$ cat config.mk
export PLATFORM = sky130hd
export DESIGN_NAME = pcrc_rx_collector
export DESIGN_NICKNAME = d
export VERILOG_FILES = /design/src/rtl/canxl_pkg.sv /design/src/rtl/crc13_step.sv /design/src/rtl/pcrc_rx_collector.sv
export SDC_FILE = /design/constraint.sdc
export NUM_CORES = 1
export LEC_CHECK = 0
export CAP_MARGIN = 20
export CORE_ASPECT_RATIO = 0.6
export CORE_UTILIZATION = 48
export CTS_BUF_LIST = sky130_fd_sc_hd__clkbuf_2
export DETAILED_ROUTE_END_ITERATION = 10
export PLACE_DENSITY = 0.84
export SLEW_MARGIN = 10
export SYNTH_ARGS = -nofsm -noshare
export SYNTH_HDL_FRONTEND = slang
export SYNTH_SLANG_ARGS = --single-unit
$ cat constraint.sdc
create_clock -name clk -period 2 [get_ports clk]
set_clock_uncertainty 0.2 [all_clocks]
set_input_delay 0.4 -clock clk [delete_from_list [all_inputs] [get_ports clk]]
set_output_delay 0.4 -clock clk [all_outputs]
set_load 0.01 [all_outputs]
$ cat src/rtl/canxl_pkg.sv
// Shared CAN XL preface-CRC constants and receive collector state encoding.
// Pure declarations: no latency, no backpressure.
package canxl_pkg;

    localparam int          PCRC_W        = 13;
    localparam logic [12:0] PCRC_POLY     = 13'h1BD;
    localparam logic [12:0] PCRC_INIT     = 13'h0000;
    localparam int          PCRC_HDR_BITS = 32;

    typedef enum logic [1:0] {
        IDLE = 2'd0,
        CALC = 2'd1,
        RECV = 2'd2,
        DONE = 2'd3
    } state_t;

endpackage

$ cat src/rtl/crc13_step.sv
// One serial step of the 13-bit preface CRC; purely combinational, zero latency.
// No backpressure: the caller decides when the step result is committed.
module crc13_step
    import canxl_pkg::*;
(
    input  logic [PCRC_W-1:0] crc_in,
    input  logic              din,
    input  logic [PCRC_W-1:0] poly,
    output logic [PCRC_W-1:0] crc_out
);

    logic fb;

    assign fb      = din ^ crc_in[PCRC_W-1];
    assign crc_out = {crc_in[PCRC_W-2:0], 1'b0} ^ (fb ? poly : '0);

endmodule

$ cat src/rtl/pcrc_rx_collector.sv
// Runs the PCRC over the 32 header bits and shifts in the received PCRC field; flag pulses one edge
// after the 13th field bit. No backpressure: bits are consumed on each qualified sample_pt, aborts win.
module pcrc_rx_collector
    import canxl_pkg::*;
#(
    parameter int                CRC_W    = PCRC_W,
    parameter logic [CRC_W-1:0]  POLY     = PCRC_POLY,
    parameter logic [CRC_W-1:0]  INIT     = PCRC_INIT,
    parameter int                HDR_BITS = PCRC_HDR_BITS
) (
    input  logic             clk,
    input  logic             g_rst_n,
    input  logic             sof,
    input  logic             sample_pt,
    input  logic             stuff_bit,
    input  logic             rx_bit,
    input  logic             rx_success,
    input  logic             act_err_frm_tx,
    input  logic             psv_err_frm_tx,
    output logic [CRC_W-1:0] pcrc,
    output logic [CRC_W-1:0] rx_pcrc_frm,
    output logic             rcvd_pcrc_flg,
    output logic             busy
);

    localparam int CNT_W = $clog2(HDR_BITS + 1);

    state_t             state_q, state_d;
    logic [CNT_W-1:0]   cnt_q, cnt_d;
    logic [CNT_W-1:0]   cnt_inc;
    logic [CRC_W-1:0]   pcrc_q, pcrc_d;
    logic [CRC_W-1:0]   frm_q, frm_d;
    logic [CRC_W-1:0]   crc_seed;
    logic [CRC_W-1:0]   crc_next;
    logic               flg_q, flg_d;
    logic               abort;
    logic               qual;

    assign abort   = rx_success | act_err_frm_tx | psv_err_frm_tx;
    assign qual    = sample_pt & ~stuff_bit;
    assign cnt_inc = cnt_q + 1'b1;

    // The SOF bit is folded in on top of INIT in the same cycle the frame opens.
    assign crc_seed = (state_q == IDLE) ? INIT : pcrc_q;

    crc13_step u_crc13_step (
        .crc_in  (crc_seed),
        .din     (rx_bit),
        .poly    (POLY),
        .crc_out (crc_next)
    );

    always_comb begin
        state_d = state_q;
        cnt_d   = cnt_q;
        pcrc_d  = pcrc_q;
        frm_d   = frm_q;
        flg_d   = 1'b0;
        if (abort) begin
            state_d = IDLE;
            cnt_d   = '0;
        end else begin
            case (state_q)
                IDLE: begin
                    if (sof && sample_pt) begin
                        pcrc_d  = crc_next;
                        cnt_d   = CNT_W'(1);
                        frm_d   = '0;
                        state_d = CALC;
                    end
                end
                CALC: begin
                    if (qual) begin
                        pcrc_d = crc_next;
                        if (cnt_inc == CNT_W'(HDR_BITS)) begin
                            cnt_d   = '0;
                            state_d = RECV;
                        end else begin
                            cnt_d = cnt_inc;
                        end
                    end
                end
                RECV: begin
                    if (qual) begin
                        frm_d = {frm_q[CRC_W-2:0], rx_bit};
                        if (cnt_inc == CNT_W'(CRC_W)) begin
                            cnt_d   = '0;
                            state_d = DONE;
                        end else begin
                            cnt_d = cnt_inc;
                        end
                    end
                end
                DONE: begin
                    flg_d   = 1'b1;
                    state_d = IDLE;
                end
                default: state_d = IDLE;
            endcase
        end
    end

    always_ff @(posedge clk or negedge g_rst_n) begin
        if (!g_rst_n) begin
            state_q <= IDLE;
            cnt_q   <= '0;
            pcrc_q  <= INIT;
            frm_q   <= '0;
            flg_q   <= 1'b0;
        end else begin
            state_q <= state_d;
            cnt_q   <= cnt_d;
            pcrc_q  <= pcrc_d;
            frm_q   <= frm_d;
            flg_q   <= flg_d;
        end
    end

    assign pcrc          = pcrc_q;
    assign rx_pcrc_frm   = frm_q;
    assign rcvd_pcrc_flg = flg_q;
    assign busy          = (state_q == CALC) || (state_q == RECV);

endmodule

==> flow_metrics.py <==
# Metrics from the implementation run
metrics = {
    "global_routing": {
        "grt_overflow_total": 0,
        "grt_pass1_vias": 1414,
        "grt_max_degree": 36,
    },
    "layout": {
        "final_common_cell": "buf_4",
        "drive_gt1_share_pct": 35.9,
        "regArea_um2": 877,
        "clock_area_share_pct": 2.51,
        "n_fill_cell": 240,
        "nets": 271,
        "largest_class": "logic gates",
        "inverters": 10,
        "area_growth_pct": 48.5,
        "sh_comb_area_pct": 36.1,
        "layout.nonclk_buf_share_pct": 27.1,
    },
    "cts": {
        "cts.hold.buffers_added": 0,
        "cts_buffer_depth": 2,
        "numCtsBuffers": 5,
        "ctsHtreeMaxLevel": 2,
        "cts_tree": "yes",
    },
    "yosys": {
        "async_reset_ff_share_pct": 100,
        "synth_flops": 35,
        "syn_nets": 192,
        "topCellsByArea": "dfrtp_1, a22o_1, xnor2_1",
        "yosys_area_mm2": 0.00191,
        "largest_area_cell": "dfrtp_1",
        "synthMuxAreaShare_pct": 1.05,
        "top_cell_area_share_pct": 45.8,
        "yosysMostFrequentCell": "dfrtp_1",
        "yosys_cells": 176,
        "xor_area_share_pct": 6.86,
        "yosys-dominant-comb-family": "AND-OR/OR-AND gates",
    },
    "pwr": {
        "total_power_uw": 1830,
        "powerDensity_mw_per_mm2": 644,
        "leakagePower_uw": 0.00150,
    },
    "status": {
        "run_status": "finished with violations",
        "violations": "negative setup slack",
    },
    "route": {
        "drc": 0,
        "ant_nets": 0,
        "drt_iter0_drc": 125,
        "detail_route.vias_per_cell": 5.39,
    },
    "floorplan": {
        "die_h_um": 50.9,
        "fp_util_pct": 51.1,
        "die-area_mm2": 0.00425,
    },
    "worst_setup_path": {
        "end_kind": "register",
        "cp_num_buf_inv": 1,
        "crit_chain": "buf_4, ha_4, nor4b_2, nand2_1, o211ai_1, o21bai_1, a21o_1",
        "path_depth": 7,
        "crit_path_end": "cnt_q[2]$_DFFE_PN0P_",
        "crit_type": "reg2reg",
        "rr_startpoint": "state_q[0]$_DFFE_PN0P_",
        "worst-endpoint-arrival_ps": 2120,
        "crit_slowest_cell": "dfrtp_1",
        "ff2ff_path_depth": 7,
    },
    "final_timing": {
        "fmax_ghz": 0.498,
        "setup_viol": 1,
        "hold_viol": 0,
        "rsz0062_at_grt": "yes",
        "max_slew_margin_pct": 65.5,
        "fin_ws_ps": -7.94,
        "fin_crit_sh_pct": 100,
    },
    "placement": {
        "place_area_mm2": 0.00246,
        "dp_hpwl_um": 2900,
        "place_inst": 273,
        "gp_congestion": 0.776,
    },
    "min_path": {
        "worstHoldPathType": "in2async",
    },
}
-- power by group --
group	switching, uW	internal (uW)
sequential	39.5	770
clock	278	215
combinational	229	300
total	546	1290
-- repair_timing --
action,in CTS,in global routing
pin swaps,6,8
setup endpoints to repair,29,55
cloned,0,1
resized,14,28
buffers inserted,12,9
-- metal layers --
metal	up-vias	part of all wire, %	track usage [%]
met3	5	4.0	5.33
met2	40	45	32.7
li1	775	-	-
met5	-	0	0
met1	813	50	32.0
met4	0	0.82	5.93
-- sequential cells by signal, indices dropped and copies added, names as in the netlist --
name / flops
pcrc: 13
rx_pcrc_frm: 13
cnt_q: 6
state_q: 2
rcvd_pcrc_flg: 1
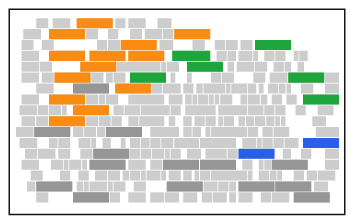
Fig. 1. Where the registers sit.
(4 px per um)
color	name in the netlist	sequential cells
green	cnt_q	6
blue	state_q	2
orange	rx_pcrc_frm	13

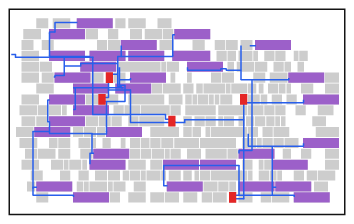
Fig. 2. Clock wires, drivers and flops.
(4 px per um)
[purple] flip-flops | count: 35
[red] clock-net drivers | count: 5
[blue] clock wires | length: 477 um
flops lie	all over the die

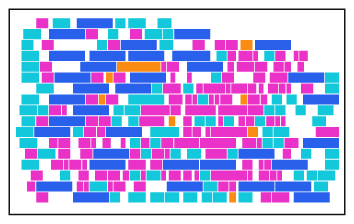
Fig. 3. Cells colored by class.
(4 px per um)
color	class	cells
blue	sequential cells	35
orange	clock drivers and dummy loads	8
magenta	remaining logic cells	133
cyan	remaining buffers and delay cells	80
post-layout util: 75.9%
sequential cell area share: 30.9%
Finished Cell Area: 0.00284 mm2
Std-Cell Rows: 17
CORE AREA: 0.00374 mm2

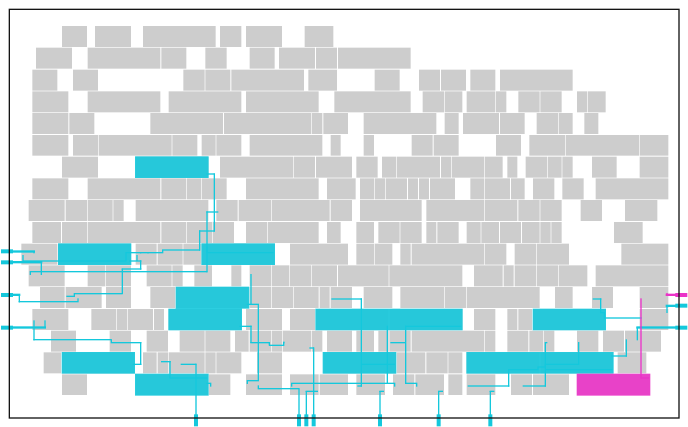
Fig. 4. I/O nets highlighted.
(8 px per um)
color	port	direction	edge	end cells	buffers	wire
magenta	rcvd_pcrc_flg	output	right	1	1	12.1 um
cyan	pcrc	output	7 bottom, 4 left, 2 right	13	13	321 um

Power is estimated from default activity; no workload was simulated.
